Figure 1. Placed standard cells (run 1).
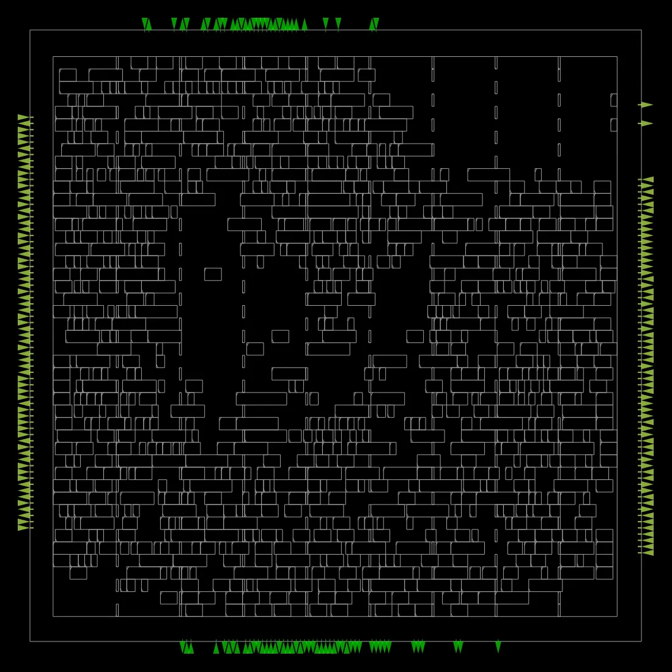
Figure 2. Met3 routing (run 1).
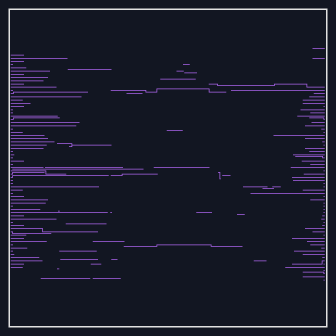
Figure 3. Wiring heat map (run 1).
The die is cut into 27 by 27 equal tiles; black is low, pale yellow is high, scaled to the fullest tile. Values are wire area over tile area, all layers added.
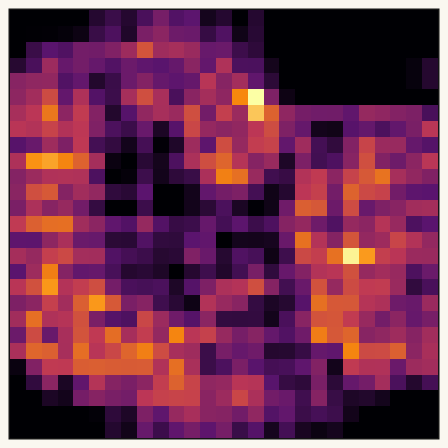
===== config.mk =====
export PLATFORM = sky130hd
export DESIGN_NAME = dmem_ctrl
export DESIGN_NICKNAME = d
export VERILOG_FILES = /design/src/rtl/dmem_ctrl_pkg.sv /design/src/rtl/dmem_ctrl_load_extend.sv /design/src/rtl/dmem_ctrl.sv
export SDC_FILE = /design/constraint.sdc
export NUM_CORES = 1
export LEC_CHECK = 0
export CAP_MARGIN = 10
export CORE_MARGIN = 5
export CORE_UTILIZATION = 35
export DETAILED_ROUTE_END_ITERATION = 10
export HOLD_SLACK_MARGIN = 0.15
export PLACE_DENSITY = 0.72
export SLEW_MARGIN = 15
export SYNTH_ARGS = -nofsm -noshare
export SYNTH_HDL_FRONTEND = slang
export SYNTH_SLANG_ARGS = --single-unit
export TNS_END_PERCENT = 30

===== constraint.sdc =====
create_clock -name clk -period 5.8 [get_ports clk]
set_input_delay 1.45 -clock clk [delete_from_list [all_inputs] [get_ports clk]]
set_output_delay 1.45 -clock clk [all_outputs]
set_load 0.01 [all_outputs]

===== src/rtl/dmem_ctrl_pkg.sv =====
// rtl/dmem_ctrl_pkg.sv - shared funct3 codes, FSM states and lane helpers for dmem_ctrl
package dmem_ctrl_pkg;

  localparam logic [2:0] F3_B  = 3'b000;
  localparam logic [2:0] F3_H  = 3'b001;
  localparam logic [2:0] F3_W  = 3'b010;
  localparam logic [2:0] F3_BU = 3'b100;
  localparam logic [2:0] F3_HU = 3'b101;

  localparam logic [1:0] SZ_B = 2'b00;
  localparam logic [1:0] SZ_H = 2'b01;
  localparam logic [1:0] SZ_W = 2'b10;

  typedef enum logic [1:0] {
    DM_IDLE = 2'd0,
    DM_REQ  = 2'd1,
    DM_DONE = 2'd2
  } dm_state_e;

  // Unsigned variants exist only for loads.
  function automatic logic f3_legal(input logic is_write, input logic [2:0] f3);
    case (f3)
      F3_B, F3_H, F3_W: return 1'b1;
      F3_BU, F3_HU:     return !is_write;
      default:          return 1'b0;
    endcase
  endfunction

  function automatic logic [3:0] byte_enables(input logic [1:0] size, input logic [1:0] off);
    case (size)
      SZ_B:    return 4'b0001 << off;
      SZ_H:    return off[1] ? 4'b1100 : 4'b0011;
      default: return 4'b1111;
    endcase
  endfunction

  function automatic logic [31:0] lane_replicate(input logic [1:0] size, input logic [31:0] wd);
    case (size)
      SZ_B:    return {4{wd[7:0]}};
      SZ_H:    return {2{wd[15:0]}};
      default: return wd;
    endcase
  endfunction

endpackage


===== src/rtl/dmem_ctrl_load_extend.sv =====
// rtl/dmem_ctrl_load_extend.sv - lane select and sign/zero extension of a loaded word
module dmem_ctrl_load_extend
  import dmem_ctrl_pkg::*;
#(
  parameter int DATA_WIDTH = 32
) (
  input  logic [DATA_WIDTH-1:0] word_i,
  input  logic [1:0]            offset_i,
  input  logic [2:0]            funct3_i,
  output logic [DATA_WIDTH-1:0] result_o
);

  logic [7:0]  byte_v;
  logic [15:0] half_v;
  logic        signed_v;

  always_comb begin
    byte_v   = word_i[{offset_i, 3'b000} +: 8];
    half_v   = offset_i[1] ? word_i[31:16] : word_i[15:0];
    signed_v = !funct3_i[2];
    case (funct3_i[1:0])
      SZ_B:    result_o = {{24{signed_v & byte_v[7]}}, byte_v};
      SZ_H:    result_o = {{16{signed_v & half_v[15]}}, half_v};
      default: result_o = word_i;
    endcase
  end

endmodule


===== src/rtl/dmem_ctrl.sv =====
// rtl/dmem_ctrl.sv - load/store responder: one byte-enabled bus request per access, core stalled meanwhile
module dmem_ctrl
  import dmem_ctrl_pkg::*;
#(
  parameter int DATA_WIDTH     = 32,
  parameter int ADDR_WIDTH     = 32,
  parameter int TIMEOUT_CYCLES = 255
) (
  input  logic                  clk,
  input  logic                  rst,
  input  logic                  mem_read,
  input  logic                  mem_write,
  input  logic [2:0]            funct3,
  input  logic [ADDR_WIDTH-1:0] addr,
  input  logic [DATA_WIDTH-1:0] wdata,
  output logic [DATA_WIDTH-1:0] rdata,
  output logic                  stall,
  output logic                  fault,
  output logic                  bus_req,
  output logic                  bus_we,
  output logic [ADDR_WIDTH-1:0] bus_addr,
  output logic [3:0]            bus_be,
  output logic [DATA_WIDTH-1:0] bus_wdata,
  input  logic                  bus_ready,
  input  logic [DATA_WIDTH-1:0] bus_rdata
);

  dm_state_e             state_q;
  logic [DATA_WIDTH-1:0] rdata_q;
  logic                  bus_req_q;
  logic                  bus_we_q;
  logic [ADDR_WIDTH-1:0] bus_addr_q;
  logic [3:0]            bus_be_q;
  logic [DATA_WIDTH-1:0] bus_wdata_q;
  logic [1:0]            off_q;
  logic [2:0]            f3_q;
  logic [7:0]            cnt_q;
  logic                  tmo_fault_q;

  logic                  is_req;
  logic                  misalign;
  logic                  is_bad;
  logic                  accept;
  logic [1:0]            size;
  logic [8:0]            cnt_d;
  logic                  tmo_hit;
  logic [DATA_WIDTH-1:0] ext_word;

  always_comb begin
    size     = funct3[1:0];
    is_req   = mem_read | mem_write;
    misalign = (size == SZ_H && addr[0]) || (size == SZ_W && addr[1:0] != 2'b00);
    is_bad   = is_req && ((mem_read && mem_write) || !f3_legal(mem_write, funct3) || misalign);
    accept   = (state_q == DM_IDLE) && is_req && !is_bad;
    cnt_d    = {1'b0, cnt_q} + 9'd1;
    tmo_hit  = (cnt_d == 9'(TIMEOUT_CYCLES));
  end

  dmem_ctrl_load_extend #(.DATA_WIDTH(DATA_WIDTH)) u_load_extend (
    .word_i   (bus_rdata),
    .offset_i (off_q),
    .funct3_i (f3_q),
    .result_o (ext_word)
  );

  always_ff @(posedge clk) begin
    if (rst) begin
      state_q     <= DM_IDLE;
      rdata_q     <= '0;
      bus_req_q   <= 1'b0;
      bus_we_q    <= 1'b0;
      bus_addr_q  <= '0;
      bus_be_q    <= '0;
      bus_wdata_q <= '0;
      off_q       <= '0;
      f3_q        <= '0;
      cnt_q       <= '0;
      tmo_fault_q <= 1'b0;
    end else begin
      tmo_fault_q <= 1'b0;
      case (state_q)
        DM_IDLE: begin
          if (accept) begin
            bus_req_q   <= 1'b1;
            bus_we_q    <= mem_write;
            bus_addr_q  <= {addr[ADDR_WIDTH-1:2], 2'b00};
            bus_be_q    <= byte_enables(size, addr[1:0]);
            bus_wdata_q <= lane_replicate(size, wdata);
            off_q       <= addr[1:0];
            f3_q        <= funct3;
            cnt_q       <= '0;
            state_q     <= DM_REQ;
          end
        end
        DM_REQ: begin
          if (bus_ready) begin
            bus_req_q <= 1'b0;
            if (!bus_we_q) rdata_q <= ext_word;
            state_q   <= DM_DONE;
          end else if (tmo_hit) begin
            // Fault is reported in DONE so it never coincides with stall.
            bus_req_q   <= 1'b0;
            rdata_q     <= '0;
            tmo_fault_q <= 1'b1;
            state_q     <= DM_DONE;
          end else begin
            cnt_q <= cnt_d[7:0];
          end
        end
        DM_DONE: state_q <= DM_IDLE;
        default: state_q <= DM_IDLE;
      endcase
    end
  end

  assign stall     = !rst && (accept || state_q == DM_REQ);
  assign fault     = !rst && ((state_q == DM_IDLE && is_bad) || tmo_fault_q);
  assign rdata     = rdata_q;
  assign bus_req   = bus_req_q;
  assign bus_we    = bus_we_q;
  assign bus_addr  = bus_addr_q;
  assign bus_be    = bus_be_q;
  assign bus_wdata = bus_wdata_q;

endmodule


==> notes.org, run 1 <==
#+TITLE: Synthesis and PnR summary

** Yosys
- Yosys Chip Area :: 0.005351 mm2
- In the synthesized netlist the dominant register cell turns out to be sky130_fd_sc_hd__dfxtp_1.
- Post-synthesis simple-gate area fraction :: 21.60%
- The gate-level netlist out of Yosys references between 50 and 60 unique cell types.
- The mapped netlist covers 0.005351 mm2.
- By instance count, the leading cell after synthesis is sky130_fd_sc_hd__nand2_1.
- Fa+ha+maj area frac :: 0.4676%
- Biggest combinational cell group after synthesis :: AND-OR/OR-AND gates
- Largest cells by area after synthesis :: sky130_fd_sc_hd__dfxtp_1 43%, sky130_fd_sc_hd__nand2_1 10%, sky130_fd_sc_hd__a21oi_1 6.2%
- After synthesis, flip-flops and latches occupy 43.39% of the total area.
- Biggest area consumer among synthesized cells :: sky130_fd_sc_hd__dfxtp_1
- Yosys synthesis warning count :: 0
- In this run, synthesis inferred 0 flip-flops with an integrated enable.
- Of the post-synthesis cell area, the dominant cell type holds 43.39%.
- The synthesized netlist was found by Yosys to have 677 cells.
- Post-synthesis mux area share :: 3.834%
- Number of instances in the synthesized netlist :: just under 700
- The commonest cells after synthesis are 149 x sky130_fd_sc_hd__nand2_1, 116 x sky130_fd_sc_hd__dfxtp_1, 66 x sky130_fd_sc_hd__a21oi_1.

** STA
- The final timing report derives a shortest allowable period of approximately 5.2 ns.
- Worst Clk Skew :: 0.007792 ns
- At the pin with the least slew margin, the transition time is 1.091 ns.
- Slew HR :: around 27%
- Final critical-path setup slack :: 0.6054 ns
- Setup repair after global routing left no endpoint under its margin.
- The final timing report counts setup violations totalling 0.

** Clocking
- Worst-skew pair later-pin latency :: 0.41 ns
- CTS reports a maximum clock tree buffer depth of 2.
- Once the clock tree was built, the resizer swapped 0 gates to a different size.
- Buffer cell driving the clock tree root :: sky130_fd_sc_hd__clkbuf_16
- Post-CTS setup buffer count :: 0
- Per the TritonCTS log, the buffer count is 17.
- Number of levels in the clock H-tree :: 4
- On the worst setup and hold paths after CTS, the clock-pin slew comes to ~0.05 ns.
- After clock tree synthesis, the flow added hold-fix buffers numbering 0.

** Floorplanning
- Per the OpenROAD floorplan log, the area of the die is 0.01786 mm2.
- Vertical die dimension :: 133.7 um
- For this design the top-level I/O count stands at ~210.
- The initial utilization of the core area, before any placement, comes to 35.46%.

** Pwr
- Total power density per cell area :: roughly 270 mW/mm2
- The power report puts the leakage power at 2.838 nW.
- Total power for the finished layout comes to 2.153 mW.
- Worst VDD drop :: 0.0001691 V

** Hold path
- Note that the worst hold path type here is reg -> reg.
- Cell count of the worst hold path :: 2

** Route
- Post-route antenna net violation count :: 0
- Post-Route WL :: between 15000 and 20000 um
- According to the report, the first pass of detailed routing completed in 4 iterations.
- Met1 wire length :: 7188 um
- The first routing iteration left 293 violations.
- In the final routed layout, each cell accounts on average for ~16 um.

** Layout
- Cells with a size suffix above 1 make up 6.582% of the layout.
- Summing all non-filler instances in the final layout gives an area of 0.008019 mm2.
- Leaving out buffers and inverters, the combinational logic in the layout accounts for 0.002660 mm2.
- Final standard cell count with taps included and fillers excluded :: 1054
- Number of antenna cells inserted :: 0
- Cells fill 53.14% of the core in the end.
- Area of all sequential standard cells :: 0.002322 mm2
- The top cell types in the final layout, fill and taps aside, are 204 x sky130_fd_sc_hd__clkdlybuf4s50_1, 149 x sky130_fd_sc_hd__nand2_1, 116 x sky130_fd_sc_hd__dfxtp_1.

** Setup path
- CP Class :: in -> out
- Looking at the critical path, the single cell with the biggest stage delay is sky130_fd_sc_hd__clkdlybuf4s50_1.
- Critical path fanouts, max :: 4
- Element type at the critical path end :: output pin
- Worst endpoint data arrival time :: 3.74 ns
- The endpoint identified for the worst register-to-register timing path is rdata[27]$_SDFFE_PP0P_.
- FF-to-FF path depth :: 7

** Status
- Result of the run :: finished, final reports clean

** Global route
- Global-route usage over all layers :: 18.40%
- For met2 alone, demand over resource in global routing was roughly 30%.
- Wire length of the first global-routing pass :: 26440 um

** Place
- Count of buffers inserted at the top-level ports :: 205
- Placer's final routability congestion estimate :: 0.8110
- For this run the detailed placement stage logged an HPWL of 11490 um.
About Figure 1:
std cell rows: 45
well tap count: 188

About Figure 2:
- longest straight run: 55.2 um
- wire length on this layer: 1700 um
- nets with wire on the layer: 150
- main direction: horizontal
met3 usage in global routing: 8.988%
total via count after detailed routing: 5284

About Figure 3:
- emptiest ninth of the die: upper right
- tiles over half the peak: 16%
- fullest tile: 0.53
- densest ninth of the die: middle right
- nearly empty tiles: 15%
- mean over tiles: 0.15

run 1: power by group:
part	total [mW]	switching (mW)	internal, mW
Sequential	0.850	0.0198	0.830
Clock	1.00	0.352	0.652
Combinational	0.299	0.143	0.157
run 1: worst max-delay path: cells and delay by family:
| family | cells | cell delay [ns] |
|---|---|---|
| buffers and inverters | 2 | 1.08 |
| and+or+nand+nor | 3 | 0.25 |
| AOI/OAI and AO/OA | 3 | 0.96 |
run 1: cell type report:
class                      count  share of cell area [%]
multi-input combinational    471                   33.17
sequential                   116                   28.96
timing repair buffer         211                   26.28
clock buffer                  27                   6.023
tap                          188                   2.933
inverter                      37                   1.732
clock inverter                 4                  0.9050
==> run 1 -> run 2 <==
--- a/config.mk
+++ b/config.mk
@@ -11,5 +11,5 @@
 export DETAILED_ROUTE_END_ITERATION = 10
 export HOLD_SLACK_MARGIN = 0.15
-export PLACE_DENSITY = 0.72
+export PLACE_DENSITY = 0.65
 export SLEW_MARGIN = 15
 export SYNTH_ARGS = -nofsm -noshare
==> constraint.sdc (replaced) <==
create_clock -name clk -period 5.8 [get_ports clk]
set_input_delay 1.45 -clock clk [delete_from_list [all_inputs] [get_ports clk]]
set_output_delay 1.45 -clock clk [all_outputs]
set_load 0.005 [all_outputs]
==> notes.org, run 2 <==
#+TITLE: Synthesis and PnR summary

** Global route
- The met2 usage in global routing is 27.65% (-2.2 points).
- M1 GR Usage :: 25.84%
- Entering global routing, the biggest net connects 103 pins.
- The wire length of the first global-routing pass is 27430 um (+3.8%).
- Met3 usage in global routing :: 9.366% (+0.38 points)
- Global-route usage over all layers :: 19.18% (+0.78 points)

** Layout
- The finished layout cell area is 0.008019 mm2 (unchanged).
- The share of cells above drive strength 1 came to 7.604% (+1.0 points).
- Commonest cells after routing, fill and taps aside :: 204 x sky130_fd_sc_hd__clkdlybuf4s50_1, 149 x sky130_fd_sc_hd__nand2_1, 116 x sky130_fd_sc_hd__dfxtp_1
- The antenna cell count is 0 (unchanged).
- Final Util :: 53.14% (unchanged)

** Floorplanning
- Placeable core area :: 0.01509 mm2
- The die outline height is 133.7 um (unchanged).
- The chip area was 0.01786 mm2 (unchanged).
- # IOs :: 208 (unchanged)
- Std cell rows :: 45 (unchanged)

** Yosys
- Number of enable flip-flop cells :: 0 (unchanged)
- Unique masters post-synth :: 51 (unchanged)
- Most common flop cell mapped by yosys :: sky130_fd_sc_hd__dfxtp_1
- The area fraction in and, or, nand and nor cells after synthesis is 21.60% (unchanged).
- The mux contribution to synthesized area was 3.834% (unchanged).
- Yosys shows that the main logic family after synthesis is AND-OR/OR-AND gates.
- The yosys warning tally is 0 (unchanged).
- Summed over all instances, the cell type with the most area after synthesis is sky130_fd_sc_hd__dfxtp_1.
- Number of instances in the synthesized netlist :: 677 (unchanged)
- Yosys Chip Area :: 0.005351 mm2 (unchanged)
- Largest cells by area after synthesis :: sky130_fd_sc_hd__dfxtp_1 43%, sky130_fd_sc_hd__nand2_1 10%, sky130_fd_sc_hd__a21oi_1 6.2%
- Number of standard cells reported by yosys :: 677 (unchanged)
- The fraction of the yosys area taken by sequential cells came to 43.39% (unchanged).
- Area fraction of the dominant cell type after synthesis :: 43.39% (unchanged)
- Most common library cells after synthesis :: 149 x sky130_fd_sc_hd__nand2_1, 116 x sky130_fd_sc_hd__dfxtp_1, 66 x sky130_fd_sc_hd__a21oi_1
- The cell area after synthesis is 0.005351 mm2 (unchanged).
- Fa+ha+maj area frac :: 0.4676% (unchanged)
- Counting flops and latches in the post-synthesis netlist gives 116.
- Cell with the most instances after synthesis :: sky130_fd_sc_hd__nand2_1

** Route
- The via count came to 5276 (-0.15%).
- TritonRoute pass-1 iters :: 5 (+1)
- Post-route antenna net violation count :: 0 (unchanged)
- Post-Route WL :: 17010 um (+1.8%)
- Routed length per placed instance :: 16.11 um (+1.6%)
- The sum of routed wire segments on met1 came to 7915 um (+10%).
- The highest layer touched by signal routing is met4.

** Pwr
- Logic gate share of total power :: 13.5% (-0.4 points)
- Part of the total power dissipated in the clock network :: 46.3% (-0.3 points)
- The part of the power in registers was 40.1% (+0.6 points).
- The switching component of the power was 545.1 uW (+6.0%).
- The sequential-cell power consumption is 851 uW (about the same).
- Final Total Pwr :: 2.121 mW (-1.5%)
- Internal cell power :: 1.576 mW (-3.8%)
- Reported combinational group power :: 287 uW (-4%)
- Worst VDD drop :: 0.0001832 V (+8.3%)
- The power density over the cells was 264.6 mW/mm2 (-1.5%).
- Clock group total power :: 983 uW (about the same)
- Leakage power :: 2.825 nW (-0.44%)
- Per report_power, the top consumer among the power groups is the clock network.

** Hold path
- STA reports the tightest min-delay check as being of type reg -> reg.
- Cell count of the worst hold path :: 2 (unchanged)

** Place
- The number of buffers added on ports came to 205 (unchanged).
- The final weighted congestion in routability-driven placement was 0.8242 (+1.6%).
- Timing analysis after detailed placement gives a worst setup slack of 0.5060 ns.
- Post-detail-place hpwl :: 11950 um (+4.0%)

** Setup path
- The launch point of the worst register-to-register path is recorded as cnt_q[1]$_SDFFE_PP0P_.
- For the worst reg-to-reg path, the endpoint reported by OpenROAD is rdata[21]$_SDFFE_PP0P_.
- Element type at the critical path end :: output pin
- CP Class :: in -> out
- Family with the most delay on the worst path :: buffers and inverters
- Critical-path cell with the highest stage delay :: sky130_fd_sc_hd__a2111oi_0
- The worst path arrival time is 3.86 ns (+0.12 ns).
- Number of buffer and inverter stages on the critical path :: 2 (unchanged)
- Critical path fanouts, max :: 6 (+2)
- The path depth of the worst reg2reg path was 7 (unchanged).

** Clocking
- The H-tree level count is 4 (unchanged).
- Buffer cell driving the clock tree root :: sky130_fd_sc_hd__clkbuf_16
- The register clock-pin slew on the reported worst setup and hold paths was 0.05 ns (about the same).
- Post-cts resize count :: 0 (unchanged)
- The TritonCTS buffer count is 17 (unchanged).
- The number of buffers added to fix hold violations after cts came to 0 (unchanged).
- The maximum root-to-sink buffer count came to 2 (unchanged).
- Clock tree synthesis found a total of around 120 sinks.
- The clock latency at the later pin of the worst-skew pair was 0.42 ns (about the same).

** STA
- Count of endpoints failing setup in the final report :: 0 (unchanged)
- Final worst path period need :: 5.314 ns (+0.1190 ns)
- The post-route worst setup slack is 0.4864 ns (-0.1190 ns).
- Setup repair after global routing left no endpoint under its margin.
- Post-Route Hold Slack :: approximately 0.45 ns
- Worst Clk Skew :: 0.02097 ns (+0.01318 ns)
- Pin slew with the least headroom to its limit :: 1.116 ns (+0.02518 ns)
- The normalized max-slew margin came to 25.41% (-1.7 points).

** Status
- Result of the run :: finished, final reports clean
-- run 2: netlist changes by cell type in the layout (fill, tap and decap cells not counted), sizes merged --
cell	previous run	this run
clkinv	1	4
buf	7	8
inv	37	39
clkinvlp	1	7
clkbuf	27	18
bufinv	2	1
-- run 2: final cells by class --
class / count / area [um2] / area share, %
multi-input cells: 471 / 2660 / 33.17
repair buffers: 212 / 2102 / 26.21
inverters: 37 / 138.9 / 1.732
well taps: 188 / 235.2 / 2.933
clock inverters: 14 / 131.4 / 1.638
clock buffers: 18 / 429.2 / 5.352
flip-flops and latches: 116 / 2322 / 28.96
-- run 2: worst max-delay path by stage --
| stage | to | depth (start not counted) |
|---|---|---|
| floorplan | stall | 6 |
| global placement | fault | 8 |
| detailed placement | fault | 8 |
| CTS | fault | 8 |
| global route | fault | 8 |
| finish | fault | 8 |
Figure 4. Met3 routing (run 2).
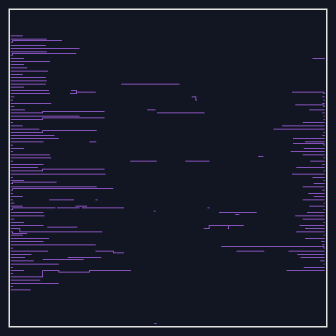
- share of all routed wire: 10%
- wire length on this layer: 1760 um
- nets with wire on the layer: 151

Figure 5. Placed standard cells (run 2).
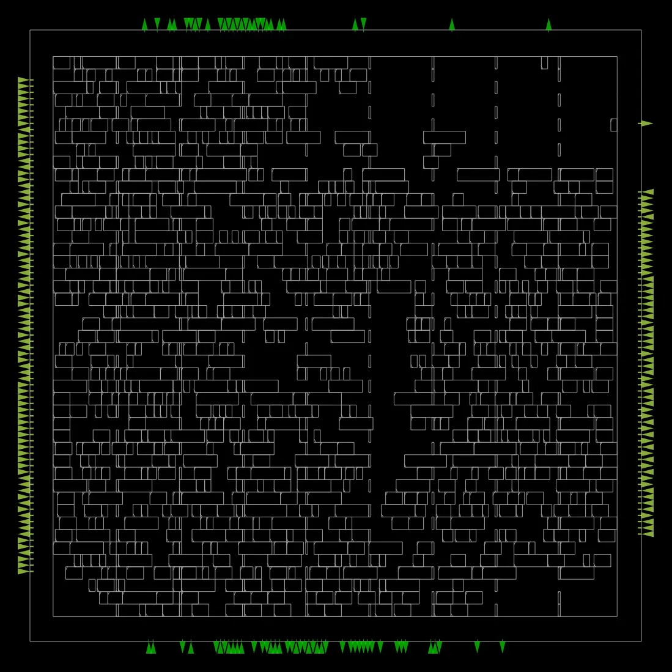
Seq area share: 28.96%
final standard cell count with taps included and fillers excluded: 1056
fill cell count: 1445

Power and IR drop assume default switching activity.
